**The clock network**

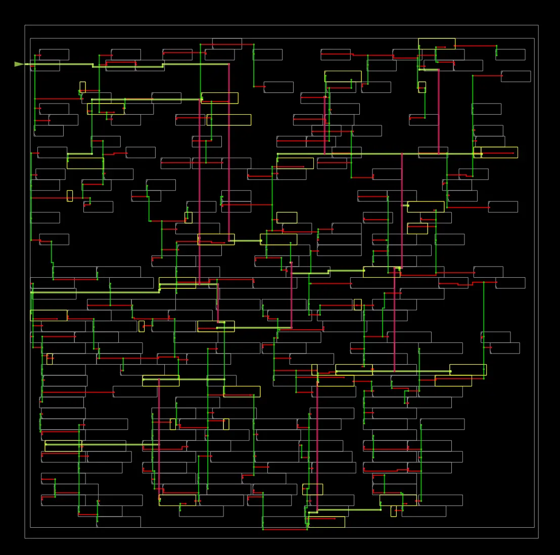
**Gate families picked out**

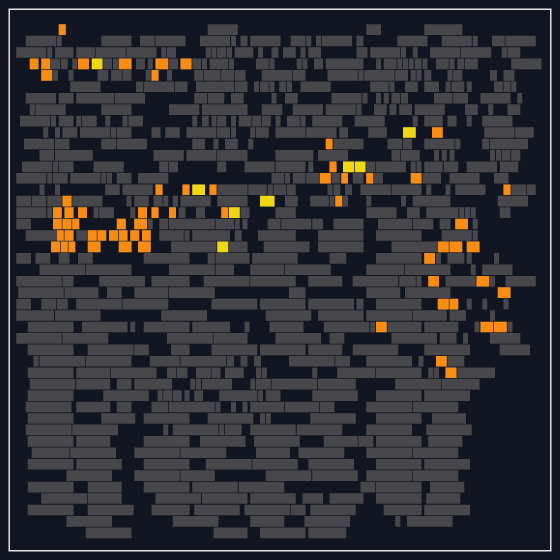
**Port wiring**

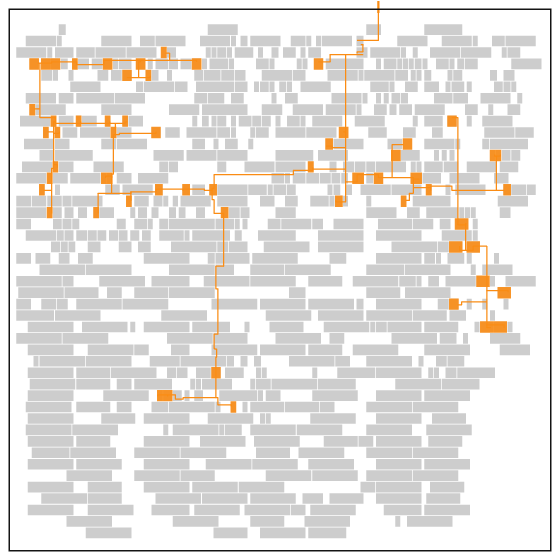
==> config.mk <==
export PLATFORM = sky130hd
export DESIGN_NAME = uart_top
export DESIGN_NICKNAME = d
export VERILOG_FILES = /design/src/rtl/uart_top.sv
export SDC_FILE = /design/constraint.sdc
export NUM_CORES = 1
export LEC_CHECK = 0
export CAP_MARGIN = 5
export CORE_UTILIZATION = 55
export DETAILED_ROUTE_END_ITERATION = 16
export HOLD_SLACK_MARGIN = 0.02
export PLACE_DENSITY_LB_ADDON = 0.08
export SLEW_MARGIN = 25
export SYNTH_ARGS = -nofsm -noshare
export SYNTH_HDL_FRONTEND = slang
export SYNTH_SLANG_ARGS = --single-unit
==> constraint.sdc <==
create_clock -name clk -period 9.4 [get_ports clk]
set_input_delay 2.35 -clock clk [delete_from_list [all_inputs] [get_ports clk]]
set_output_delay 2.35 -clock clk [all_outputs]
set_load 0.01 [all_outputs]
==> src/rtl/uart_top.sv <==
// uart_top: 8N1 UART loopback/transmit block.
// Bytes arrive either from the serial rx line or from host writes (test_Data on
// a wr_Sig rising edge). Both sources share one FIFO, which the transmitter
// drains onto tx while the active-low button_Trig is held.

module uart_top #(
  parameter int CLK_FREQ   = 100_000_000,
  parameter int BAUD       = 9600,
  parameter int DIV        = (CLK_FREQ + BAUD / 2) / BAUD,
  parameter int FIFO_DEPTH = 16
) (
  input  logic       clk,
  input  logic       reset,
  input  logic       rx,
  input  logic [7:0] test_Data,
  input  logic       wr_Sig,
  input  logic       button_Trig,
  output logic       tx
);

  localparam int CNT_W = (DIV > 1) ? $clog2(DIV) : 1;
  localparam int PTR_W = (FIFO_DEPTH > 1) ? $clog2(FIFO_DEPTH) : 1;

  // Counter values at which a full bit period or half a bit period has elapsed.
  localparam logic [CNT_W-1:0] BIT_LAST  = CNT_W'(DIV - 1);
  localparam logic [CNT_W-1:0] HALF_LAST = CNT_W'(DIV / 2 - 1);

  typedef enum logic [1:0] {
    IDLE  = 2'd0,
    START = 2'd1,
    DATA  = 2'd2,
    STOP  = 2'd3
  } uart_state_t;

  // ---------------------------------------------------------------------------
  // Input synchronisation
  // ---------------------------------------------------------------------------
  logic rx_meta, rx_sync, rx_prev;
  logic bt_meta, bt_sync;

  // Two-flop synchronisers for the asynchronous inputs, plus one extra stage on
  // rx so a falling edge can be seen. Idle level of both lines is high.
  // NOTE: sequential state uses non-blocking (<=) so every flop samples the
  // pre-edge value of its neighbours, exactly like real hardware.
  always_ff @(posedge clk) begin
    if (reset) begin
      rx_meta <= 1'b1;
      rx_sync <= 1'b1;
      rx_prev <= 1'b1;
      bt_meta <= 1'b1;
      bt_sync <= 1'b1;
    end else begin
      rx_meta <= rx;
      rx_sync <= rx_meta;
      rx_prev <= rx_sync;
      bt_meta <= button_Trig;
      bt_sync <= bt_meta;
    end
  end

  // ---------------------------------------------------------------------------
  // Receiver
  // ---------------------------------------------------------------------------
  uart_state_t      rx_state, rx_next;
  logic [CNT_W-1:0] rx_cnt;
  logic [2:0]       rx_bit;
  logic [7:0]       rx_shift;
  logic             rx_fall, rx_half_tick, rx_bit_tick;
  logic             rx_cnt_clr, rx_sample, rx_push;

  assign rx_fall      = rx_prev & ~rx_sync;
  assign rx_half_tick = (rx_cnt == HALF_LAST);
  assign rx_bit_tick  = (rx_cnt == BIT_LAST);

  // RX state register.
  always_ff @(posedge clk) begin
    if (reset) rx_state <= IDLE;
    else       rx_state <= rx_next;
  end

  // RX next state: hunt for a start edge, confirm it at mid-bit, collect eight
  // bits at their centres, then judge the stop bit.
  // NOTE: every signal assigned in always_comb gets a default first, so no path
  // leaves it unassigned and no latch is inferred.
  always_comb begin
    rx_next = rx_state;
    case (rx_state)
      IDLE:    if (rx_fall) rx_next = START;
      START:   if (rx_half_tick) rx_next = rx_sync ? IDLE : DATA;
      DATA:    if (rx_bit_tick && (rx_bit == 3'd7)) rx_next = STOP;
      STOP:    if (rx_bit_tick) rx_next = IDLE;
      default: rx_next = IDLE;
    endcase
  end

  // RX outputs: counter restart points, data-bit sample strobe, byte push.
  always_comb begin
    rx_cnt_clr = 1'b1;
    rx_sample  = 1'b0;
    rx_push    = 1'b0;
    case (rx_state)
      IDLE:  rx_cnt_clr = 1'b1;
      START: rx_cnt_clr = rx_half_tick;
      DATA: begin
        rx_cnt_clr = rx_bit_tick;
        rx_sample  = rx_bit_tick;
      end
      STOP: begin
        rx_cnt_clr = rx_bit_tick;
        rx_push    = rx_bit_tick & rx_sync;
      end
      default: rx_cnt_clr = 1'b1;
    endcase
  end

  // RX datapath: baud counter, bit index and LSB-first shift register.
  always_ff @(posedge clk) begin
    if (reset) begin
      rx_cnt   <= '0;
      rx_bit   <= '0;
      rx_shift <= '0;
    end else begin
      rx_cnt <= rx_cnt_clr ? '0 : rx_cnt + 1'b1;
      if (rx_state == IDLE) rx_bit <= '0;
      if (rx_sample) begin
        rx_shift <= {rx_sync, rx_shift[7:1]};
        rx_bit   <= rx_bit + 1'b1;
      end
    end
  end

  // ---------------------------------------------------------------------------
  // FIFO write arbitration (host writes win, RX byte parks for one cycle)
  // ---------------------------------------------------------------------------
  logic       wr_prev, wr_edge;
  logic       hold_valid, hold_load, hold_clear;
  logic [7:0] hold_data;
  logic       fifo_we;
  logic [7:0] fifo_wdata;

  assign wr_edge = wr_Sig & ~wr_prev;

  // Edge detector for the host write strobe; a held-high wr_Sig writes once.
  always_ff @(posedge clk) begin
    if (reset) wr_prev <= 1'b0;
    else       wr_prev <= wr_Sig;
  end

  // Single write port: host edge first, then a parked RX byte, then a fresh one.
  always_comb begin
    fifo_we    = 1'b0;
    fifo_wdata = test_Data;
    hold_load  = 1'b0;
    hold_clear = 1'b0;
    if (wr_edge) begin
      fifo_we    = 1'b1;
      fifo_wdata = test_Data;
      hold_load  = rx_push;
    end else if (hold_valid) begin
      fifo_we    = 1'b1;
      fifo_wdata = hold_data;
      hold_clear = 1'b1;
      hold_load  = rx_push;
    end else if (rx_push) begin
      fifo_we    = 1'b1;
      fifo_wdata = rx_shift;
    end
  end

  // One-entry holding register for an RX byte that lost arbitration.
  always_ff @(posedge clk) begin
    if (reset) begin
      hold_valid <= 1'b0;
      hold_data  <= '0;
    end else if (hold_load) begin
      hold_valid <= 1'b1;
      hold_data  <= rx_shift;
    end else if (hold_clear) begin
      hold_valid <= 1'b0;
    end
  end

  // ---------------------------------------------------------------------------
  // Shared byte FIFO
  // ---------------------------------------------------------------------------
  logic [7:0]     fifo_mem [FIFO_DEPTH];
  logic [PTR_W:0] wr_ptr, rd_ptr;
  logic           fifo_full, fifo_empty, fifo_pop;
  logic [7:0]     fifo_rdata;

  assign fifo_empty = (wr_ptr == rd_ptr);
  assign fifo_full  = (wr_ptr[PTR_W] != rd_ptr[PTR_W]) &&
                      (wr_ptr[PTR_W-1:0] == rd_ptr[PTR_W-1:0]);
  assign fifo_rdata = fifo_mem[rd_ptr[PTR_W-1:0]];

  // FIFO storage; writes while full are dropped.
  // NOTE: the storage array has no reset; the pointers alone define what is
  // valid, and leaving the array unreset lets it map onto plain RAM.
  always_ff @(posedge clk) begin
    if (fifo_we && !fifo_full) fifo_mem[wr_ptr[PTR_W-1:0]] <= fifo_wdata;
  end

  // FIFO pointers with an extra wrap bit to tell full from empty.
  always_ff @(posedge clk) begin
    if (reset) begin
      wr_ptr <= '0;
      rd_ptr <= '0;
    end else begin
      if (fifo_we && !fifo_full) wr_ptr <= wr_ptr + 1'b1;
      if (fifo_pop)              rd_ptr <= rd_ptr + 1'b1;
    end
  end

  // ---------------------------------------------------------------------------
  // Transmitter
  // ---------------------------------------------------------------------------
  uart_state_t      tx_state, tx_next;
  logic [CNT_W-1:0] tx_cnt;
  logic [2:0]       tx_bit;
  logic [7:0]       tx_shift;
  logic             tx_bit_tick, tx_go, tx_shift_en;

  assign tx_bit_tick = (tx_cnt == BIT_LAST);
  assign tx_go       = ~bt_sync & ~fifo_empty;

  // TX state register.
  always_ff @(posedge clk) begin
    if (reset) tx_state <= IDLE;
    else       tx_state <= tx_next;
  end

  // TX next state: the enable is only looked at in IDLE, so a frame in flight
  // always completes.
  always_comb begin
    tx_next = tx_state;
    case (tx_state)
      IDLE:    if (tx_go) tx_next = START;
      START:   if (tx_bit_tick) tx_next = DATA;
      DATA:    if (tx_bit_tick && (tx_bit == 3'd7)) tx_next = STOP;
      STOP:    if (tx_bit_tick) tx_next = IDLE;
      default: tx_next = IDLE;
    endcase
  end

  // TX outputs: pop strobe, shift strobe and the serial line itself.
  always_comb begin
    fifo_pop    = 1'b0;
    tx_shift_en = 1'b0;
    tx          = 1'b1;
    case (tx_state)
      IDLE:  fifo_pop = tx_go;
      START: tx = 1'b0;
      DATA: begin
        tx          = tx_shift[0];
        tx_shift_en = tx_bit_tick;
      end
      STOP:    tx = 1'b1;
      default: tx = 1'b1;
    endcase
  end

  // TX datapath: baud counter restarts in IDLE and at each bit boundary.
  always_ff @(posedge clk) begin
    if (reset) begin
      tx_cnt   <= '0;
      tx_bit   <= '0;
      tx_shift <= '0;
    end else begin
      tx_cnt <= ((tx_state == IDLE) || tx_bit_tick) ? '0 : tx_cnt + 1'b1;
      if (tx_state == IDLE) tx_bit <= '0;
      if (fifo_pop) tx_shift <= fifo_rdata;
      if (tx_shift_en) begin
        tx_shift <= {1'b1, tx_shift[7:1]};
        tx_bit   <= tx_bit + 1'b1;
      end
    end
  end

endmodule

==> flow_metrics.py <==
# Synthesis and PnR figures
metrics = {
    "status": {
        "run_status": "finished clean",
    },
    "layout": {
        "n_fill_cell": 1157,
        "antenna-diode-count": 0,
        "mostFrequentLayoutCell": "edfxtp_1",
    },
    "setup_path": {
        "cp_slowest_cell": "nor2_1",
        "critical-path-max-stage-delay_ns": 0.68,
        "cp_data_arrival_time_ns": 4.58,
        "startpoint_type": "input port",
        "critical-path-top-cell-by-count": "nor2_1",
        "critical_path.cell_chain": "clkdlybuf4s50_1, nor2b_1, nor2_1, o21ai_1, nand3_1, nor2_1",
        "worstReg2RegEnd": "fifo_mem[6][0]",
        "critical-path-top-delay-family": "simple AND/OR/NAND/NOR gates",
        "rr_startpoint": "rx_cnt[4]",
    },
    "placed_design": {
        "gp_congestion": 0.768,
        "hpwlAfterDp_mm": 11.0,
    },
    "pwr": {
        "netSwitchingFraction": 0.209,
        "clock_power_share": 0.430,
        "power.share.combinational": 0.060,
        "total_power_uw": 1970,
        "static-leakage-power_uw": 0.00324,
    },
    "routing": {
        "detailroute.via_count": 5023,
        "route.met3.wl_um": 767,
        "route.detailed.drc": 0,
        "first_iter_violations": 379,
    },
    "grt": {
        "grt_max_degree": 60,
        "grt_first_pass_wirelength_mm": 27.2,
        "grt_overflow": 0,
        "via_count_of_the_first_global_routing_pass": 5162,
    },
    "clocking": {
        "cts_tree": "done",
        "cts.clk_slew.worst_paths_ns": 0.06,
        "max-clock-path-buffers": 3,
        "clk_root_buffer_cell": "clkbuf_16",
    },
    "synthesis": {
        "synth.top_cells.by_area": "edfxtp_1 44%, dfxtp_1 19%, mux4_2 8.2%, nor2_1 3.5%, mux2i_1 3.4%",
        "synth_seq_share": 0.626,
        "fp_nets": 683,
        "yosys.area.top_type": "edfxtp_1",
        "ys_ff": 211,
    },
    "floorplan": {
        "design.die.area_um2": 16500,
    },
    "hold_path": {
        "worstHoldPathType": "reg2reg",
        "whs_endpoint": "bt_sync",
    },
    "flow_run": {
        "openroad.warnings": 34,
        "timing.max_cap.violations": 0,
    },
    "sta": {
        "max_freq_ghz": 0.224,
    },
}
-- 'the clock network' (at the start) --
sequential cell count: 211
worst skew pair latency: 0.50 ns
clock group power: 848 uW
total clock sinks: 211

-- 'gate families picked out' (at the start) --
Key: AND-OR and OR-AND gates = yellow [cells 8]; inverting AOI/OAI gates = orange [cells 63]
fraction of area in multi-input gates: 0.317
post-layout instance count excluding filler cells: 893

-- 'port wiring' (at the start) --
Key: `reset` = orange [bits 1, direction input, edge top, end cells 59, buffers 2, wire 525 um]
count of boundary I/O pins: 14
count of buffers from port buffering: 13

-- cells in the mapped netlist (2+ instances only) --
cell type	instances
xnor2_1	15
buf_1	2
or3b_2	2
mux4_2	32
inv_1	16
xor2_1	17
nand4_1	3
buf_2	6
a211oi_1	2
mux2_1	2
or2_2	5
a311oi_1	7
o22ai_1	18
or3_1	3
nor2b_1	9
or4_1	2
o21ai_0	3
nand3_1	18
or4b_2	2
and3_1	8
nor3_1	4
edfxtp_1	128
a21o_1	5
o211ai_1	7
mux2i_1	30
nand2b_1	8
clkbuf_1	22
nand3b_1	2
nand2_1	39
ha_1	17
a21oi_1	18
nor2_1	83
mux2_2	7
nor3b_1	2
nor4_1	2
a22oi_1	3
dfxtp_1	83
-- cell type report --
cell class,count,share of cell area
Tap cell,211,0.0268
Clock inverter,9,0.00647
Multi-Input combinational cell,394,0.317
Timing Repair Buffer,21,0.0188
Sequential cell,211,0.559
Clock buffer,31,0.0668
Inverter,16,0.00609
-- how the worst max path moves through the flow --
stage	from	to	cells after the start
3_3_place_gp	wr_Sig	fifo_mem[1][0]	6
2_1_floorplan	wr_Sig	fifo_mem[3][0]	6
5_1_grt	wr_Sig	fifo_mem[6][1]	6
3_5_place_dp	wr_Sig	fifo_mem[3][0]	6
6_report	wr_Sig	fifo_mem[6][0]	6
4_1_cts	wr_Sig	fifo_mem[3][1]	6
-- power by group through the flow --
stage	Sequential (uW)	Clock, uW	Combinational (uW)
6_report	1010	848	117
4_1_cts	1000	865	118
3_5_place_dp	1020	0	118
2_1_floorplan	1020	0	81.4
5_1_grt	1010	901	131
3_3_place_gp	1020	0	113
-- cell families (layout without fill, tap and decap cells) --
family,Yosys count,after routing,synth area share
fa+ha+maj,17,17,0.0242
simple gates,203,203,0.114
flops,211,211,0.626
compound gates,71,71,0.0535
buf+inv,48,77,0.0226
xor+xnor,32,32,0.0319
mux,71,71,0.128
-- worst reg2reg max path, stage by stage (launching register included) --
cell,delay (ns)
dfxtp_1,0.41
or4b_4,0.51
or4_4,0.60
o21ai_1,0.64
nand3_1,0.29
nor2_1,0.68
-- stage by stage --
stage	instance area, um^2	hold WS [ns]	instances	worst slack (ns)
final	9860	0.412	893	4.94
after global routing	9860	0.420	893	4.68
after CTS	9840	0.414	893	4.60
after detailed placement	9120	0.401	853	4.07
after global placement	9100	0.397	853	4.17
after floorplan	8790	0.389	653	5.27
-- sequential cells by signal, indices dropped and copies added (netlist names), 2 cells and up, named ones only --
name	count
rx_shift	8
rx_bit	3
hold_data	8
wr_ptr	5
rd_ptr	5
tx_shift	8
tx_cnt	14
fifo_mem	128
tx_bit	3
rx_cnt	14
tx_state	2
-- per-layer routing --
metal,up-vias,global-route usage
met2,110,0.353
li1,2434,-
met3,28,0.0349
met1,2451,0.303
met4,0,0.0519
met5,-,0
Power and IR drop assume default switching activity.
